**config.mk**
```make
export PLATFORM = sky130hd
export DESIGN_NAME = inv_mix_columns_seq_flat
export DESIGN_NICKNAME = d
export VERILOG_FILES = /design/src/rtl/aes_pkg.sv /design/src/rtl/inv_mix_columns_seq_if.sv /design/src/rtl/inv_column_mult.sv /design/src/rtl/inv_mix_columns_seq.sv /design/src/flat_wrapper.sv
export SDC_FILE = /design/constraint.sdc
export NUM_CORES = 1
export LEC_CHECK = 0
export ABC_AREA = 1
export CAP_MARGIN = 5
export CORE_ASPECT_RATIO = 1.5
export CORE_MARGIN = 4
export CORE_UTILIZATION = 35
export CTS_CLUSTER_SIZE = 28
export DETAILED_ROUTE_END_ITERATION = 6
export HOLD_SLACK_MARGIN = 0.15
export SETUP_SLACK_MARGIN = 0.02
export SLEW_MARGIN = 10
export SYNTH_ARGS = -nofsm -noshare
export SYNTH_HDL_FRONTEND = slang
export SYNTH_SLANG_ARGS = --single-unit
```
**constraint.sdc**
```tcl
create_clock -name clk -period 5.2 [get_ports clk]
set_input_delay 1.3 -clock clk [delete_from_list [all_inputs] [get_ports clk]]
set_output_delay 1.3 -clock clk [all_outputs]
set_load 0.05 [all_outputs]
```
**src/rtl/aes_pkg.sv**
```systemverilog
// Shared AES definitions: GF(2^8) reduction constant, xtime helper and
// the sequencer state encoding used by the column engines.
package aes_pkg;

   localparam logic [7:0] GF_POLY = 8'h1b;

   typedef enum logic [1:0] {
      StIdle,
      StBusy,
      StDone
   } state_e;

   typedef struct packed {
      logic [7:0] m09;
      logic [7:0] m0b;
      logic [7:0] m0d;
      logic [7:0] m0e;
   } inv_mults_t;

   function automatic logic [7:0] xtime(input logic [7:0] a);
      return {a[6:0], 1'b0} ^ (a[7] ? GF_POLY : 8'h00);
   endfunction

   // The four InvMixColumns multiples share one x2/x4/x8 chain per byte.
   function automatic inv_mults_t inv_mults(input logic [7:0] a);
      logic [7:0] x2;
      logic [7:0] x4;
      logic [7:0] x8;
      inv_mults_t m;
      x2    = xtime(a);
      x4    = xtime(x2);
      x8    = xtime(x4);
      m.m09 = x8 ^ a;
      m.m0b = x8 ^ x2 ^ a;
      m.m0d = x8 ^ x4 ^ a;
      m.m0e = x8 ^ x4 ^ x2;
      return m;
   endfunction

endpackage

```
**src/rtl/inv_mix_columns_seq_if.sv**
```systemverilog
// State-in / state-out valid-ready channel of the InvMixColumns engine.
interface inv_mix_columns_seq_if;

   logic         in_valid;
   logic         in_ready;
   logic [127:0] in_state;
   logic         out_valid;
   logic         out_ready;
   logic [127:0] out_state;

   modport master (
      output in_valid,
      output in_state,
      output out_ready,
      input  in_ready,
      input  out_valid,
      input  out_state
   );

   modport slave (
      input  in_valid,
      input  in_state,
      input  out_ready,
      output in_ready,
      output out_valid,
      output out_state
   );

endinterface

```
**src/rtl/inv_column_mult.sv**
```systemverilog
// One 32-bit column through the inverse MixColumns matrix; byte a0 is bits [31:24].
module inv_column_mult
   import aes_pkg::*;
(
   input  logic [31:0] col_i,
   output logic [31:0] col_o
);

   inv_mults_t m [4];

   for (genvar i = 0; i < 4; i++) begin : g_byte
      assign m[i] = inv_mults(col_i[31-8*i -: 8]);
   end

   assign col_o = {
      m[0].m0e ^ m[1].m0b ^ m[2].m0d ^ m[3].m09,
      m[0].m09 ^ m[1].m0e ^ m[2].m0b ^ m[3].m0d,
      m[0].m0d ^ m[1].m09 ^ m[2].m0e ^ m[3].m0b,
      m[0].m0b ^ m[1].m0d ^ m[2].m09 ^ m[3].m0e
   };

endmodule

```
**src/rtl/inv_mix_columns_seq.sv**
```systemverilog
// Iterative InvMixColumns: captures a state, rewrites COL_PER_CYC columns per
// cycle in place, then holds the result until the consumer takes it.
module inv_mix_columns_seq
   import aes_pkg::*;
#(
   parameter int unsigned COL_PER_CYC = 1
) (
   input logic                  clk,
   input logic                  rst,
   inv_mix_columns_seq_if.slave bus
);

   localparam int unsigned NCYC    = 4 / COL_PER_CYC;
   localparam logic [1:0]  LastCnt = 2'(NCYC - 1);

   state_e            state_q, state_d;
   logic [1:0]        cnt_q, cnt_d;
   logic [3:0][31:0]  work_q, work_d;

   logic [1:0]        col_pos [COL_PER_CYC];
   logic [31:0]       col_out [COL_PER_CYC];

   for (genvar g = 0; g < COL_PER_CYC; g++) begin : g_col
      logic [1:0] col_idx;
      assign col_idx    = 2'(32'(cnt_q) * COL_PER_CYC + 32'(g));
      // Column 0 lives in the most significant word of work_q.
      assign col_pos[g] = ~col_idx;

      inv_column_mult u_col (
         .col_i (work_q[col_pos[g]]),
         .col_o (col_out[g])
      );
   end

   always_comb begin
      state_d = state_q;
      cnt_d   = cnt_q;
      work_d  = work_q;
      unique case (state_q)
         StIdle: begin
            if (bus.in_valid) begin
               work_d  = bus.in_state;
               cnt_d   = 2'd0;
               state_d = StBusy;
            end
         end
         StBusy: begin
            for (int g = 0; g < COL_PER_CYC; g++) begin
               work_d[col_pos[g]] = col_out[g];
            end
            cnt_d = cnt_q + 2'd1;
            if (cnt_q == LastCnt) begin
               state_d = StDone;
            end
         end
         StDone: begin
            if (bus.out_ready) begin
               state_d = StIdle;
            end
         end
         default: state_d = StIdle;
      endcase
   end

   always_ff @(posedge clk) begin
      if (rst) begin
         state_q <= StIdle;
         cnt_q   <= 2'd0;
         work_q  <= '0;
      end else begin
         state_q <= state_d;
         cnt_q   <= cnt_d;
         work_q  <= work_d;
      end
   end

   assign bus.in_ready  = (state_q == StIdle);
   assign bus.out_valid = (state_q == StDone);
   assign bus.out_state = work_q;

endmodule

```
**src/flat_wrapper.sv**
```systemverilog
// flat-port wrapper written by rule: the top's interface ports become plain ports
module inv_mix_columns_seq_flat import aes_pkg::*;
#(
   parameter int unsigned COL_PER_CYC = 1
)
  (clk, rst, bus_in_valid, bus_in_state, bus_out_ready, bus_in_ready, bus_out_valid, bus_out_state);
  inv_mix_columns_seq_if bus_i ();
  input logic clk;
  input logic rst;
  input wire logic [$bits(bus_i.in_valid)-1:0] bus_in_valid;
  input wire logic [$bits(bus_i.in_state)-1:0] bus_in_state;
  input wire logic [$bits(bus_i.out_ready)-1:0] bus_out_ready;
  output wire logic [$bits(bus_i.in_ready)-1:0] bus_in_ready;
  output wire logic [$bits(bus_i.out_valid)-1:0] bus_out_valid;
  output wire logic [$bits(bus_i.out_state)-1:0] bus_out_state;
  assign bus_i.in_valid = bus_in_valid;
  assign bus_i.in_state = bus_in_state;
  assign bus_i.out_ready = bus_out_ready;
  assign bus_in_ready = bus_i.in_ready;
  assign bus_out_valid = bus_i.out_valid;
  assign bus_out_state = bus_i.out_state;
  inv_mix_columns_seq #(.COL_PER_CYC(COL_PER_CYC)) u_core (.clk(clk), .rst(rst), .bus(bus_i));
endmodule
```
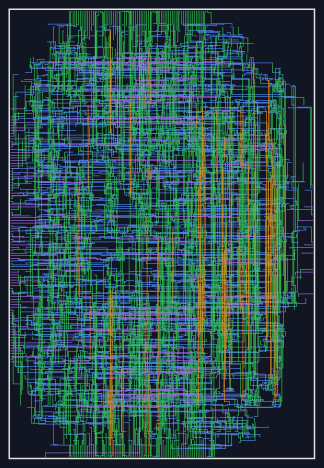
Fig. 1. Routed metal, one color a layer.
(2 px per µm)
Key: blue = met1 [wire length 22.1 mm]; orange = met4 [wire length 3820 µm]; purple = met3 [wire length 4370 µm]; green = met2 [wire length 26.4 mm]
Wirelength per Cell: 23.2 µm
Total Wirelength: 56.7 mm
vias: 13600
Overall Global Routing Usage: 32.0%

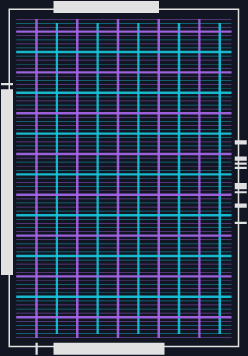
Fig. 2. Supply network.
(1.5 px per µm) Pins as bars on the die edge.
Key: cyan = VDD; purple = VSS
15 straps on met5. 262 signal pins sit on the boundary.
Worst VDD drop: 0.256 mV
Die Wd: 152 µm
die height: 224 µm
core area: 0.0304 mm²

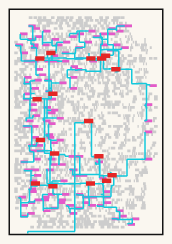
Fig. 3. Clock distribution.
(1 px per µm)
Key: magenta = flip-flops [count 132]; cyan = clock wires [length 2230 µm]; red = cells driving clock nets [count 17]
There are 18 routed clock nets.

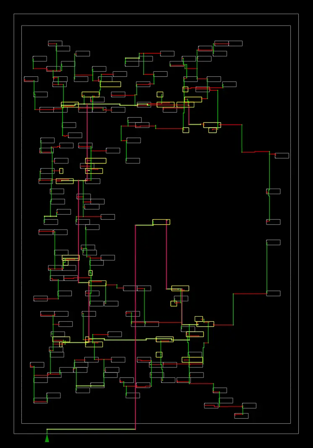
Fig. 4. The clock network.
Clk. pwr: 0.00130 W
flop count: 132
clock buffer count from CTS: 17

==> run_results.csv <==
group,metric,value,unit
clock_network,cts_hold_buffers,0,
clock_network,path_clk_slew,0.06,ns
worst_setup_path,worstPathRequired,5.52,ns
worst_setup_path,cp_top_family,"simple AND/OR/NAND/NOR gates",
finish,flop_area,0.00265,mm²
yosys,yosys_cells,1827,
global_routing,gr-usage-met1,39.2,%
final_timing,setup_viol_count_final,0,
run,warning_count,29,
finish,logic_gate_count,1501,
yosys,synth_nets,1963,
power,p_total,0.00780,W
yosys,edf_count,0,
yosys,synthTopCellsByCount,"nand2_1 (644), a21oi_1 (258), nand3_1 (238)",
global_routing,top_usage_layer,"met2",
power,seqPwrFrac,16.3,%
floorplanning,io_pins,262,
min_path,hold_depth,2,
final_timing,max_freq,0.272,GHz
finish,inverters_excl_clock,101,
clock_network,cts.sink_count,132,
final_timing,final_max_slew_viol_count,0,
yosys,synth_top_area_share,24.3,%
power,intPower,0.00326,W
yosys,yosys_area,0.0109,mm²
finish,clk_share,4.25,%
yosys,synth_area,0.0109,mm²
min_path,hold_start,"u_core.bus.out_state[33]$_SDFFE_PP0P_",
finish,lay_top_cells,"nand2_1 (644), clkdlybuf4s50_1 (261), a21oi_1 (258)",
worst_setup_path,reg2reg_depth,18,
final_timing,min_period,3.68,ns
yosys,syn-instance-count,1827,
global_routing,grt-ovfl-total,0,
worst_setup_path,critPathMaxStageDelay,0.66,ns
status,run_status,"finished clean",
yosys,synthAdderAreaFrac,0.460,%
floorplanning,core_util_floorplan,35.7,%
worst_setup_path,cpMaxStageDelayCell,"buf_4",
drt,topRoutingLayerUsed,"met4",
finish,fin_util,46.9,%
worst_setup_path,cp-start-kind,"register",
final_timing,finalHoldViolations,0,
drt,dr.pass1.iters,6,
yosys,ys_seq_share,24.3,%
finish,n_all_buffers,278,
worst_setup_path,endpoint_kind,"register",
yosys,yosysMostFrequentCell,"nand2_1",
finish,combAreaFraction,51.8,%
global_routing,grt_pass1_wl,82.8,mm
global_routing,grt.met2_usage,52.6,%
finish,n_antenna_cell,1,
run,cap_violations,0,
placed_design,placed_area,0.0137,mm²
yosys,yosys-mux-area-fraction,0,%
yosys,ys_sh_simple,39.1,%
global_routing,antenna_found_initial,1,
power,p_per_area,546,mW/mm²
power,power_frac_comb,67.1,%
yosys,top_logic_kind,"simple AND/OR/NAND/NOR gates",
power,pg_seq,0.00127,W
finish,clkbuf_count,18,
final_timing,maxSlewHeadroom,16.5,%
final_timing,final.period_utilization,70.7,%
finish,final_cells,2445,
worst_setup_path,critPathBufInv,4,
final_timing,setup_slack,1.52,ns
finish,logic_area,0.00740,mm²
clock_network,cts_setup_buffers,0,
drt,wl_met3,4.37,mm
finish,drive_above_1_share,6.51,%
yosys,synthArstFlopShare,0,%
clock_network,post_cts_resized,0,
yosys,ys_sh_xor,9.64,%
finish,final_area,0.0143,mm²
placed_design,hpwl,44.0,mm
finish,largestClassByArea,"combinational gates",
finish,largest_reg_flops,128,
final_timing,setup_tns,0,ns
floorplanning,nWellTaps,400,
yosys,synthTopCellsByArea,"dfxtp_1 (24%), nand2_1 (22%), a21oi_1 (12%), nand3_1 (11%), o21ai_0 (6.1%)",
final_timing,holdWs,0.563,ns
power,p_switching,0.00454,W
final_timing,tightest_slew,1.25,ns
Power is estimated from default activity; no workload was simulated.
